<file path="src/rtl/monitor_carga.sv">
// Battery charge monitor: 4-sample moving average with hysteretic, confirmed BAJA/NORMAL/LLENA classification.
// Optional macro ALARMA_LATCH_EN: alarma_baja latches until acknowledged through ack_alarma.
module monitor_carga #(
   parameter int unsigned UMBRAL_BAJO = 8,
   parameter int unsigned UMBRAL_ALTO = 24,
   parameter int unsigned HISTERESIS  = 2,
   parameter int unsigned N_CONFIRM   = 3
) (
   input  logic       clk,
   input  logic       rst,
   input  logic       muestra_valida,
   input  logic [4:0] carga_total,
`ifdef ALARMA_LATCH_EN
   input  logic       ack_alarma,
`endif
   output logic [4:0] carga_prom,
   output logic       prom_valido,
   output logic [1:0] estado,
   output logic       alarma_baja,
   output logic       carga_completa,
   output logic       cambio_estado
);

   localparam int unsigned CW = 5;
   localparam int unsigned SW = 7;
   localparam int unsigned KW = 3;

   localparam logic [CW-1:0] UB     = CW'(UMBRAL_BAJO);
   localparam logic [CW-1:0] UA     = CW'(UMBRAL_ALTO);
   localparam logic [CW-1:0] UB_REL = CW'(UMBRAL_BAJO + HISTERESIS);
   localparam logic [CW-1:0] UA_REL = CW'(UMBRAL_ALTO - HISTERESIS);
   localparam logic [KW-1:0] NC     = KW'(N_CONFIRM);

   typedef enum logic [1:0] {
      BAJA   = 2'b00,
      NORMAL = 2'b01,
      LLENA  = 2'b10,
      INICIO = 2'b11
   } estado_t;

   logic [CW-1:0] w1_q, w1_d, w2_q, w2_d, w3_q, w3_d;
   logic [CW-1:0] prom_q, prom_d;
   logic [KW-1:0] cnt_q, cnt_d;
   logic          pv_q, pv_d;
   logic          valid_q;
   estado_t       estado_q, estado_d;
   logic [KW-1:0] conf_q, conf_d;
   logic          cand_q, cand_d;
   logic          alarma_q, alarma_d;
   logic          completa_q, completa_d;
   logic          cambio_q, cambio_d;

   logic [SW-1:0] suma_c;
   logic          eval_c;
   logic          baja_c;
   logic          llena_c;
   logic          tgt_c;
   logic [KW-1:0] paso_c;
   logic [KW-1:0] conf_inc_c;

   // Moving-average window and sample counter
   always_comb begin
      w1_d   = w1_q;
      w2_d   = w2_q;
      w3_d   = w3_q;
      prom_d = prom_q;
      cnt_d  = cnt_q;
      pv_d   = pv_q;
      suma_c = SW'(w1_q) + SW'(w2_q) + SW'(w3_q) + SW'(carga_total);
      if (muestra_valida) begin
         w1_d   = carga_total;
         w2_d   = w1_q;
         w3_d   = w2_q;
         prom_d = suma_c[SW-1:2];
         if (cnt_q != KW'(4)) begin
            cnt_d = cnt_q + KW'(1);
         end
         if (cnt_q == KW'(3)) begin
            pv_d = 1'b1;
         end
      end
   end

   assign eval_c     = valid_q & pv_q;
   assign baja_c     = (prom_q < UB);
   assign llena_c    = (prom_q >= UA);
   assign conf_inc_c = conf_q + KW'(1);

   // Classification FSM: next state, confirmation counter and registered indicators
   always_comb begin
      estado_d = estado_q;
      conf_d   = conf_q;
      cand_d   = cand_q;
      tgt_c    = llena_c;
      paso_c   = KW'(1);
      if (eval_c) begin
         case (estado_q)
            INICIO: begin
               conf_d = '0;
               if (baja_c) begin
                  estado_d = BAJA;
               end else if (llena_c) begin
                  estado_d = LLENA;
               end else begin
                  estado_d = NORMAL;
               end
            end
            NORMAL: begin
               if (baja_c || llena_c) begin
                  // a change of candidate target restarts the count at 1
                  paso_c = (conf_q != '0 && cand_q == tgt_c) ? conf_inc_c : KW'(1);
                  cand_d = tgt_c;
                  if (paso_c >= NC) begin
                     estado_d = tgt_c ? LLENA : BAJA;
                     conf_d   = '0;
                  end else begin
                     conf_d = paso_c;
                  end
               end else begin
                  conf_d = '0;
               end
            end
            BAJA: begin
               if (prom_q >= UB_REL) begin
                  if (conf_inc_c >= NC) begin
                     estado_d = NORMAL;
                     conf_d   = '0;
                  end else begin
                     conf_d = conf_inc_c;
                  end
               end else begin
                  conf_d = '0;
               end
            end
            LLENA: begin
               if (prom_q < UA_REL) begin
                  if (conf_inc_c >= NC) begin
                     estado_d = NORMAL;
                     conf_d   = '0;
                  end else begin
                     conf_d = conf_inc_c;
                  end
               end else begin
                  conf_d = '0;
               end
            end
            default: begin
               estado_d = INICIO;
               conf_d   = '0;
            end
         endcase
      end

      completa_d = (estado_d == LLENA);
      cambio_d   = (estado_d != estado_q);
`ifdef ALARMA_LATCH_EN
      alarma_d = alarma_q;
      if (estado_d == BAJA) begin
         alarma_d = 1'b1;
      end else if (ack_alarma && estado_q != BAJA) begin
         alarma_d = 1'b0;
      end
`else
      alarma_d = (estado_d == BAJA);
`endif
   end

   always_ff @(posedge clk or posedge rst) begin
      if (rst) begin
         w1_q       <= '0;
         w2_q       <= '0;
         w3_q       <= '0;
         prom_q     <= '0;
         cnt_q      <= '0;
         pv_q       <= 1'b0;
         valid_q    <= 1'b0;
         estado_q   <= INICIO;
         conf_q     <= '0;
         cand_q     <= 1'b0;
         alarma_q   <= 1'b0;
         completa_q <= 1'b0;
         cambio_q   <= 1'b0;
      end else begin
         w1_q       <= w1_d;
         w2_q       <= w2_d;
         w3_q       <= w3_d;
         prom_q     <= prom_d;
         cnt_q      <= cnt_d;
         pv_q       <= pv_d;
         valid_q    <= muestra_valida;
         estado_q   <= estado_d;
         conf_q     <= conf_d;
         cand_q     <= cand_d;
         alarma_q   <= alarma_d;
         completa_q <= completa_d;
         cambio_q   <= cambio_d;
      end
   end

   assign carga_prom     = prom_q;
   assign prom_valido    = pv_q;
   assign estado         = estado_q;
   assign alarma_baja    = alarma_q;
   assign carga_completa = completa_q;
   assign cambio_estado  = cambio_q;

endmodule

</file>
<file path="config.mk">
export PLATFORM = sky130hd
export DESIGN_NAME = monitor_carga
export DESIGN_NICKNAME = d
export VERILOG_FILES = /design/src/rtl/monitor_carga.sv
export SDC_FILE = /design/constraint.sdc
export NUM_CORES = 1
export LEC_CHECK = 0
export CORE_UTILIZATION = 55
export CTS_CLUSTER_SIZE = 28
export DETAILED_ROUTE_END_ITERATION = 10
export PLACE_DENSITY = 0.77
export REMOVE_ABC_BUFFERS = 1
export SLEW_MARGIN = 20
export SYNTH_ARGS = -nofsm -noshare
export SYNTH_HDL_FRONTEND = slang
export SYNTH_SLANG_ARGS = --single-unit
</file>
<file path="constraint.sdc">
create_clock -name clk -period 3.05 [get_ports clk]
set_clock_uncertainty 0.15 [all_clocks]
set_input_delay 0.4575 -clock clk [delete_from_list [all_inputs] [get_ports clk]]
set_output_delay 0.4575 -clock clk [all_outputs]
set_load 0.1 [all_outputs]
</file>
run_1/gate_families.png
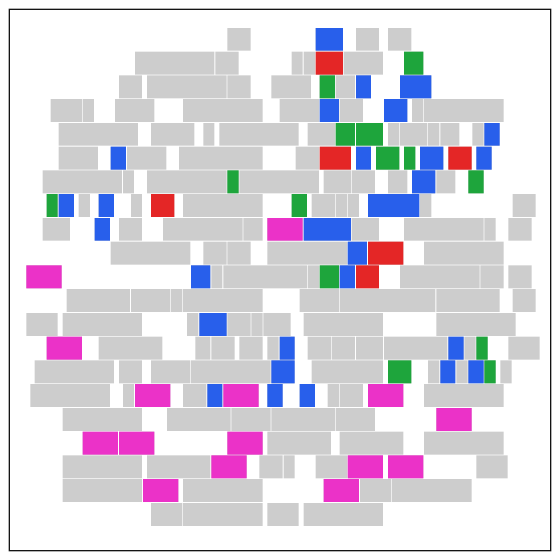
Blue stands for inverting AOI/OAI gates, cells 28. Magenta stands for multiplexers, cells 15, most used mux2_2. Green stands for NAND gates, cells 14, most used nand2_1. Red stands for AND-OR and OR-AND gates, cells 6, most used a21o_1.

run_1/final_congestion.png
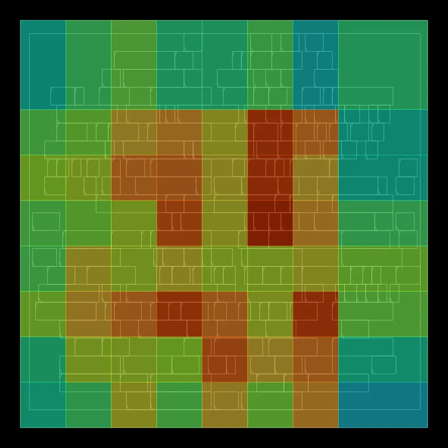
all-layer global routing usage: 21.8%
final core area utilization: 66.9%
GR Layer Usage met2: 35.3%
WL/cell: 14.7 um

==> summary.txt, run 1 <==
run results: flop and latch count out of synthesis=34, Clock Sinks=34, Cells after Synth=between 150 and 200, comb area leader=adder cells, DR WL met2=1.72 mm, Area leader share=40.7%, Synth Area in Simple Gates=11.5%, Worst Tran Pin Value=between 0.5 and 0.6 ns, I/O Buffers=18, min Tclk post-route=2.97 ns, yosys synthesis chip area=0.00197 mm2, WL met3=147 um, Clk. pwr=~0.33 mW, met1 WL=1.63 mm, crit path from=carga_total[2], multi-input gates=around 110, most common cell in the netlist=dfrtp_1, first-pass GRT wire length=5.77 mm, Non-clk bufs=25, OpenROAD warnings=28, Avg Cell Area, Syn=11.6 um2, Setup Viol. Count Final=0, vias in the first global route=1,300, Int Pwr=1.24 mW, initial antenna violation count=0, R2R Path End=carga_prom[4]$_DFFE_PP0P_, Crit path arrival time=3.05 ns, # Max-Cap Violations=0, Main power group=combinational cells, Post-CTS Hold Fix Bufs=0, Setup TNS Final=0 ns, Worst R2R Path Depth=8, PostCTS Resize Cnt=1, HPWL Detailed=2.65 mm, Die ar.=0.00382 mm2, CP most frequent cell=fa_1, vias per inst=approximately 5.4, Die H=just over 60 um, Die X=61.8 um, Latency at later pin=0.34 ns, XOR Share, Synth=2.22%, number of non-clock inverters=17, Synth mux share=under 10%, buffering overhead=9.06%, most used logic cell in the final layout=dfrtp_1, largest class=combinational gates, # IOs=19, fill count=255, Synth area leader=dfrtp_1, Total Wirelength=about 3.5 mm, Pre-Place Util=58.1%, met1 Resource Use GR=26.6%, sequential-to-total area share from yosys stat=43.3%, drt drc=0, CTS clock-pin slew for the worst setup and hold paths=between 0.1 and 0.15 ns, combinational power share=about 56%, Final WS setup=around 0.084 ns, final non-filler cell total=242, Top Layout Cells=32 x dfrtp_1, 18 x buf_4, 17 x inv_1, 15 x mux2_2, Final Hold Vio Count=0, Stages on worst setup path=9, post-CTS setup buffer count=0, PwrDens=1070 mW/mm2, asr flop ratio synth=100%, area of the core=0.00339 mm2, Crit path max-delay family=adder cells, largest net degree at the start of global routing=26, Bufs and invs on worst path=1, DR iter-0 viols=78, met3 Track Usage GR=about 7.2%, adder share=16.5%, htree depth=2, sequential portion of the cell area=37.7%, crit start category=input port, outcome=complete, no violations, post-place setup slack=-0.365 ns, worst reg2reg setup slack=~0.2 ns, worst r2r src=w2_q[2]$_DFFE_PP0P_, comb. cell area=~0.0010 mm2, drt first pass iters=4, Sequential Power=0.731 mW, final instance area=0.00227 mm2, Comb power=around 1.4 mW, CP Capture Type=flop, Compound Share, Synth=roughly an eighth, clock network fraction of design power=13.7%, period utilization=between 90 and 100%, # Cells Yosys=between 150 and 200, Routed Antenna Nets=0, gpl congestion=0.810, Setup crit end=carga_prom[4]$_DFFE_PP0P_, total net switching power=1.19 mW, max-slew violations=0, n_taps=46, switching fraction of total power=48.8%, flop count=34, FP Rows=21, # diodes=0, TritonCTS buffer count=5, crit path max fanout=2, FF/Latch Area=~850 um2, unrepaired setup endpoints after global routing=no, Post-synth EDFFs=0, DP Area=0.00218 mm2, multi-input gate share of the layout cell area=44.5%, synthesis-to-layout area growth=15.1%, placed cell count=234, Netlist Area Pre-Place=0.00197 mm2, Area contributors post-synth=dfrtp_1 41%, fa_1 10%, mux2_2 8.6%, clock-cell share of area=3.48%, top sig layer=met4, Fmax=between 300 and 400 MHz, sequential share of power=30.1%
run_1/registers.png
Scale bar: 20 um. Other sequential cells in the stronger gray, the rest of the logic in the fainter gray.
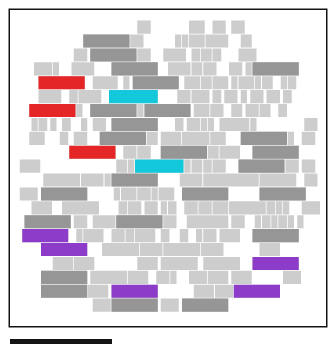
Purple stands for `w3_q`, sequential cells 5. Cyan stands for `estado`, sequential cells 2. Red stands for `cnt_q`, sequential cells 3.

==> run 2: changes to the inputs <==
Settings changed: CTS_CLUSTER_SIZE 28 to not set.
run_2/metal_stack.png
Two of the layers only.
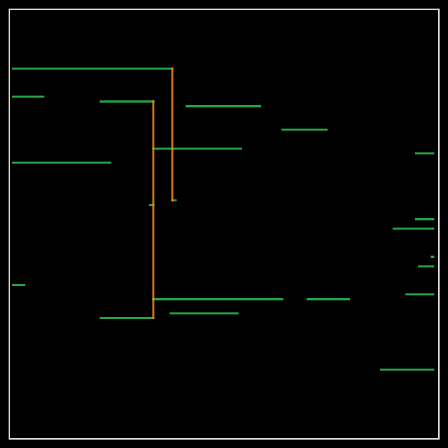
Green stands for met3, wire length 147 um. Orange stands for met4, wire length 50.3 um.
Total Wirelength: 3.55 mm
via count: 1,316

run_2/drive_strength.png
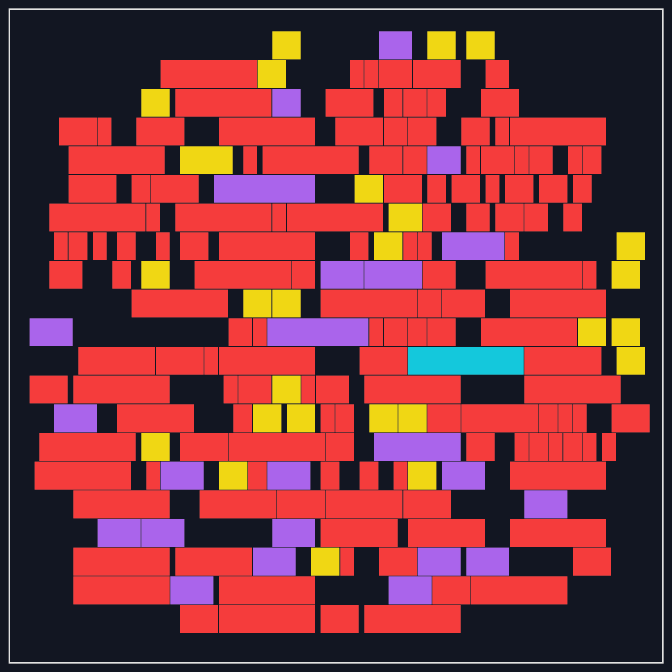
Purple stands for drive 2, cells 23, most used mux2_2. Red stands for drive 1 or less, cells 146, most used dfrtp_1. Yellow stands for drive 3 to 4, cells 26, most used buf_4. Cyan stands for drive 6 and up, cells 1, most used bufinv_16.
Final WS setup: 0.0840 ns
Non-clk bufs: 25
synthesis-to-layout area growth: 15.1%
final instance area: 0.00227 mm2

==> run 2 against run 1 <==
Maximum frequency unchanged. Worst hold slack unchanged. Highest routed layer unchanged. Synthesized cell count did not move. Wire length is the same. Flip-flop count stayed put. Final area unchanged. Setup slack unchanged. Die size unchanged. Largest cell class unchanged.
==> summary.txt, run 2 <==
run results: Avg Cell Area, Syn=11.6 um2, CTS clock-pin slew for the worst setup and hold paths=0.11 ns, worst r2r src=w2_q[2]$_DFFE_PP0P_, # Cells Yosys=170, crit start category=input port, OpenROAD warnings=28, crit path from=carga_total[2], total net switching power=1.19 mW, drt drc=0, vias per inst=between 5 and 6, post-place setup slack=-0.365 ns, FF/Latch Area=between 800 and 900 um2, Sequential Power=0.731 mW, WL met3=between 100 and 150 um, VDD IR max=roughly 0.45 mV, asr flop ratio synth=100%, critical path's largest stage delay=0.50 ns, HPWL Detailed=about 2.6 mm, FP Rows=21, Post-CTS Hold Fix Bufs=0, GR Layer Usage met2=a little over a third, PostCTS Resize Cnt=1, R2R Path End=carga_prom[4]$_DFFE_PP0P_, switching fraction of total power=about half, met3 Track Usage GR=7.25%, first-pass GRT wire length=about 5.8 mm, Synth area leader=dfrtp_1, max-slew violations=0, TritonCTS buffer count=5, sequential portion of the cell area=about 38%, I/O Buffers=18, largest net degree at the start of global routing=26, Main power group=combinational cells, layout cells sized above 1=25.5%, PwrDens=1070 mW/mm2, Crit path arrival time=3.05 ns, # IOs=19, Area leader share=40.7%, Setup Viol. Count Final=0, # diodes=0, period utilization=97.2%, Fmax=337 MHz, drt first pass iters=4, Bufs and invs on worst path=1, Die X=61.8 um, Stages on worst setup path=9, Netlist Area Pre-Place=0.00197 mm2, WL/cell=between 10 and 15 um, sequential-to-total area share from yosys stat=43.3%, Top Layout Cells=32 x dfrtp_1, 18 x buf_4, 17 x inv_1, 15 x mux2_2, DR iter-0 viols=~80, placed cell count=234, final non-filler cell total=242, outcome=complete, no violations, Compound Share, Synth=12.2%, Int Pwr=1.24 mW, XOR Share, Synth=2.22%, Slowest-stage cell, CP=clkdlybuf4s50_1, multi-input gate share of the layout cell area=44.5%, htree depth=2, initial antenna violation count=0, yosys synthesis chip area=0.00197 mm2, Synth mux share=roughly 8.6%, largest class=combinational gates, sequential share of power=30.1%, Final Hold Vio Count=0, Cells after Synth=approximately 170, gpl congestion=0.810, post-CTS setup buffer count=0, area of the core=0.00339 mm2, met1 WL=roughly 1.6 mm, min Tclk post-route=2.97 ns, all-layer global routing usage=21.8%, clock-cell share of area=3.48%, CP most frequent cell=fa_1, Worst R2R Path Depth=8, clock network fraction of design power=13.7%, Clock Sinks=34, worst reg2reg setup slack=roughly 0.20 ns, DR WL met2=1.72 mm, number of non-clock inverters=17, Die ar.=approximately 0.0038 mm2, Clk. pwr=0.332 mW, adder share=roughly 17%, Post-synth EDFFs=0, n_taps=around 46, Die H=61.8 um, combinational power share=56.2%, Synth Area in Simple Gates=11.5%, flop and latch count out of synthesis=34, # Max-Cap Violations=0, Latency at later pin=0.34 ns, most common cell in the netlist=dfrtp_1, Comb power=1.37 mW, unrepaired setup endpoints after global routing=no, Pre-Place Util=58.1%, CP Capture Type=flop, buffering overhead=9.06%, Max-slew headroom=66.3%, top sig layer=met4, Area contributors post-synth=dfrtp_1 41%, fa_1 10%, mux2_2 8.6%, flop count=34, vias in the first global route=1,300, Setup crit end=carga_prom[4]$_DFFE_PP0P_, crit path max fanout=2, multi-input gates=112, Worst Tran Pin Value=0.503 ns, final core area utilization=66.9%, Crit path max-delay family=adder cells, met1 Resource Use GR=between 20% and 30%, WP data required=3.13 ns, fill count=255
Power is estimated from default activity; no workload was simulated.
